$ cat src/rtl/wavetable_reader_if.sv
// rtl/wavetable_reader_if.sv - RAM read port and sample stream between wavetable_reader and its neighbours
interface wavetable_reader_if #(
    parameter int ADDR_W = 12,
    parameter int DATA_W = 20
);
    logic [ADDR_W-1:0] ram_sel;
    logic              ram_load;
    logic [DATA_W-1:0] ram_data;
    logic [DATA_W-1:0] sample_out;
    logic              sample_valid;
    logic              sample_ready;

    modport master (
        output ram_sel, ram_load, sample_out, sample_valid,
        input  ram_data, sample_ready
    );

    modport slave (
        input  ram_sel, ram_load, sample_out, sample_valid,
        output ram_data, sample_ready
    );
endinterface

$ cat src/rtl/wavetable_reader.sv
// rtl/wavetable_reader.sv - phase-accumulator wavetable reader with one-shot/loop playback
module wavetable_reader #(
    parameter int ADDR_W = 12,
    parameter int DATA_W = 20,
    parameter int FRAC_W = 8
) (
    input  logic                     clk,
    input  logic                     rst_n,
    input  logic                     start,
    input  logic                     stop,
    input  logic                     loop_en,
    input  logic [ADDR_W-1:0]        start_addr,
    input  logic [ADDR_W-1:0]        end_addr,
    input  logic [ADDR_W+FRAC_W-1:0] phase_inc,
    input  logic                     sample_tick,
    output logic                     busy,
    output logic                     done,
    output logic                     overrun,
    wavetable_reader_if.master       bus
);
    localparam int PW = ADDR_W + FRAC_W + 1;

    typedef enum logic [2:0] {S_IDLE, S_WAIT, S_ISSUE, S_FETCH, S_OUTPUT} state_t;

    state_t                  state;
    logic [PW-1:0]           phase;
    logic [ADDR_W-1:0]       start_r;
    logic [ADDR_W-1:0]       eff_end_r;
    logic [ADDR_W+FRAC_W-1:0] inc_r;
    logic                    loop_r;
    logic                    last;

    logic [ADDR_W:0]         span;
    logic [PW-1:0]           span_fx;
    logic [PW-1:0]           phase_next;
    logic [PW-1:0]           phase_wrap;
    logic                    past_end;
    logic                    wrap_past_end;

    assign bus.ram_load = 1'b0;

    always_comb begin
        span          = {1'b0, eff_end_r} - {1'b0, start_r} + (ADDR_W+1)'(1);
        span_fx       = {span, FRAC_W'(0)};
        phase_next    = phase + PW'(inc_r);
        phase_wrap    = phase_next - span_fx;
        past_end      = phase_next[PW-1:FRAC_W] > {1'b0, eff_end_r};
        wrap_past_end = phase_wrap[PW-1:FRAC_W] > {1'b0, eff_end_r};
    end

    // ISSUE gives the RAM a cycle to register the new address; FETCH captures its output.
    always_ff @(posedge clk) begin
        if (!rst_n) begin
            state            <= S_IDLE;
            phase            <= '0;
            start_r          <= '0;
            eff_end_r        <= '0;
            inc_r            <= '0;
            loop_r           <= 1'b0;
            last             <= 1'b0;
            bus.ram_sel      <= '0;
            bus.sample_out   <= '0;
            bus.sample_valid <= 1'b0;
            busy             <= 1'b0;
            done             <= 1'b0;
            overrun          <= 1'b0;
        end else begin
            done <= 1'b0;
            if (stop) begin
                state            <= S_IDLE;
                bus.sample_valid <= 1'b0;
                busy             <= 1'b0;
            end else begin
                case (state)
                    S_IDLE: if (start) begin
                        start_r   <= start_addr;
                        eff_end_r <= (end_addr >= start_addr) ? end_addr : start_addr;
                        inc_r     <= phase_inc;
                        loop_r    <= loop_en;
                        phase     <= {1'b0, start_addr, FRAC_W'(0)};
                        last      <= 1'b0;
                        overrun   <= 1'b0;
                        busy      <= 1'b1;
                        state     <= S_WAIT;
                    end
                    S_WAIT: if (sample_tick) begin
                        bus.ram_sel <= phase[PW-2:FRAC_W];
                        state       <= S_ISSUE;
                    end
                    S_ISSUE: begin
                        if (sample_tick) overrun <= 1'b1;
                        state <= S_FETCH;
                    end
                    S_FETCH: begin
                        if (sample_tick) overrun <= 1'b1;
                        bus.sample_out   <= bus.ram_data;
                        bus.sample_valid <= 1'b1;
                        state            <= S_OUTPUT;
                        if (!past_end)
                            phase <= phase_next;
                        else if (!loop_r)
                            last <= 1'b1;
                        else if (wrap_past_end)
                            phase <= {1'b0, start_r, phase_next[FRAC_W-1:0]};
                        else
                            phase <= phase_wrap;
                    end
                    S_OUTPUT: begin
                        if (sample_tick) overrun <= 1'b1;
                        if (bus.sample_valid && bus.sample_ready) begin
                            bus.sample_valid <= 1'b0;
                            if (last) begin
                                state <= S_IDLE;
                                busy  <= 1'b0;
                                done  <= 1'b1;
                            end else begin
                                state <= S_WAIT;
                            end
                        end
                    end
                    default: state <= S_IDLE;
                endcase
            end
        end
    end
endmodule

$ cat src/flat_wrapper.sv
// flat-port wrapper written by rule: the top's interface ports become plain ports
module wavetable_reader_flat 
#(
    parameter int ADDR_W = 12,
    parameter int DATA_W = 20,
    parameter int FRAC_W = 8
)
  (clk, rst_n, start, stop, loop_en, start_addr, end_addr, phase_inc, sample_tick, busy, done, overrun, bus_ram_sel, bus_ram_load, bus_sample_out, bus_sample_valid, bus_ram_data, bus_sample_ready);
  wavetable_reader_if #(.ADDR_W(ADDR_W), .DATA_W(DATA_W)) bus_i ();
  input  logic clk;
  input  logic rst_n;
  input  logic start;
  input  logic stop;
  input  logic loop_en;
  input  logic [ADDR_W-1:0] start_addr;
  input  logic [ADDR_W-1:0] end_addr;
  input  logic [ADDR_W+FRAC_W-1:0] phase_inc;
  input  logic sample_tick;
  output logic busy;
  output logic done;
  output logic overrun;
  output wire logic [$bits(bus_i.ram_sel)-1:0] bus_ram_sel;
  output wire logic [$bits(bus_i.ram_load)-1:0] bus_ram_load;
  output wire logic [$bits(bus_i.sample_out)-1:0] bus_sample_out;
  output wire logic [$bits(bus_i.sample_valid)-1:0] bus_sample_valid;
  input wire logic [$bits(bus_i.ram_data)-1:0] bus_ram_data;
  input wire logic [$bits(bus_i.sample_ready)-1:0] bus_sample_ready;
  assign bus_ram_sel = bus_i.ram_sel;
  assign bus_ram_load = bus_i.ram_load;
  assign bus_sample_out = bus_i.sample_out;
  assign bus_sample_valid = bus_i.sample_valid;
  assign bus_i.ram_data = bus_ram_data;
  assign bus_i.sample_ready = bus_sample_ready;
  wavetable_reader #(.ADDR_W(ADDR_W), .DATA_W(DATA_W), .FRAC_W(FRAC_W)) u_core (.clk(clk), .rst_n(rst_n), .start(start), .stop(stop), .loop_en(loop_en), .start_addr(start_addr), .end_addr(end_addr), .phase_inc(phase_inc), .sample_tick(sample_tick), .busy(busy), .done(done), .overrun(overrun), .bus(bus_i));
endmodule
$ cat config.mk
export PLATFORM = sky130hd
export DESIGN_NAME = wavetable_reader_flat
export DESIGN_NICKNAME = d
export VERILOG_FILES = /design/src/rtl/wavetable_reader_if.sv /design/src/rtl/wavetable_reader.sv /design/src/flat_wrapper.sv
export SDC_FILE = /design/constraint.sdc
export NUM_CORES = 1
export LEC_CHECK = 0
export CORE_MARGIN = 2
export CORE_UTILIZATION = 40
export CTS_CLUSTER_DIAMETER = 150
export CTS_CLUSTER_SIZE = 14
export DETAILED_ROUTE_END_ITERATION = 10
export GPL_TIMING_DRIVEN = 0
export SETUP_SLACK_MARGIN = 0.1
export SLEW_MARGIN = 20
export SYNTH_ARGS = -nofsm -noshare
export SYNTH_HDL_FRONTEND = slang
export SYNTH_SLANG_ARGS = --single-unit
$ cat constraint.sdc
create_clock -name clk -period 8.6 [get_ports clk]
set_input_delay 1.72 -clock clk [delete_from_list [all_inputs] [get_ports clk]]
set_output_delay 1.72 -clock clk [all_outputs]
set_load 0.01 [all_outputs]
==> results.cfg <==
; physical design summary
[clock_tree]
clk_latency_ns = 0.36

[finish]
nNetsFinal = 1196
largest_class = combinational gates
layout-drive-gt1-share = 0.0395
buffer_area_frac = 0.133
largest_register = u_core.phase

[placed_design]
placed_cells = 1250
place_area_um2 = 8730

[drt]
via_count = 6950
viasPerCell = 5.49
first_iter_violations = 472

[setup_path]
worst_path_max_delay_cell = or4bb_1
rrSetupSlack_ns = 1.42
cp_common_cell = o21ai_0

[floorplan]
rows = 49

[final_timing]
worst_pin_slew_ns = 1.06
period_needed_ns = 7.18

[status]
status = finished clean

[synthesis]
synth-seq-cells = 106
synth_cell_types = 71
## power groups by stage
stage                     clock, W  combinational, W  sequential (W)
after CTS                 0.000429          0.000798        0.000524
after global placement           0          0.000788        0.000535
after global routing      0.000449          0.000889        0.000526
final                     0.000420          0.000809        0.000524
after floorplan                  0          0.000582        0.000529
after detailed placement         0          0.000794        0.000535
## layer usage
metal / GRT usage / wire length, um / share of wire / vias up
li1: - / - / - / 3489
met1: 0.321 / 10700 / 0.47 / 3204
met2: 0.366 / 10300 / 0.45 / 224
met3: 0.0379 / 1340 / 0.059 / 33
met4: 0.0500 / 322 / 0.014 / 0
met5: 0 / 0 / 0 / -
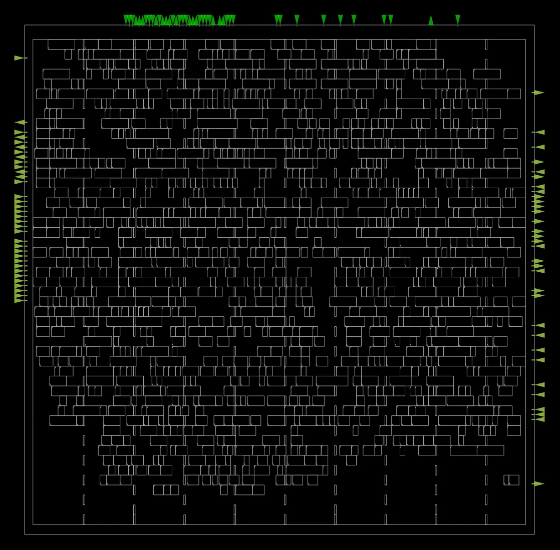
final_placement.png
Seq area share: 0.235
area of the core: 18000 um2
fill count: 1796

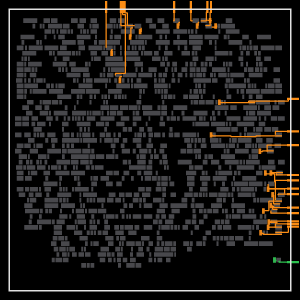
port_nets.png
Drawn at 2 px/um.
legend:
  green:
    port: bus_ram_load
    direction: output
    edge: right
    end_cells: 1
    buffers: 1
    wire: 5.80 um
  orange:
    port: phase_inc
    direction: input
    edge: 12 right, 8 top
    end_cells: 20
    buffers: 20
    wire: 399 um
port bufs: 105
I/O pin cnt: 108

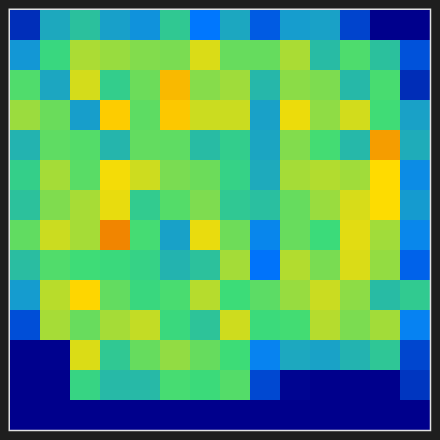
density.png
Drawn at 3 px/um. The die is cut into 14 by 14 equal tiles; dark blue is low, red is high, 0 to 100% covered.
emptiest ninth of the die: bottom right
tiles over 75% full: 3.6%
nearly empty tiles: 12%
mean over tiles: 45%
fullest tile: 85%
Core Util at FP: 0.410
Post-Route Utilization: 0.501

Power is estimated from default activity; no workload was simulated.
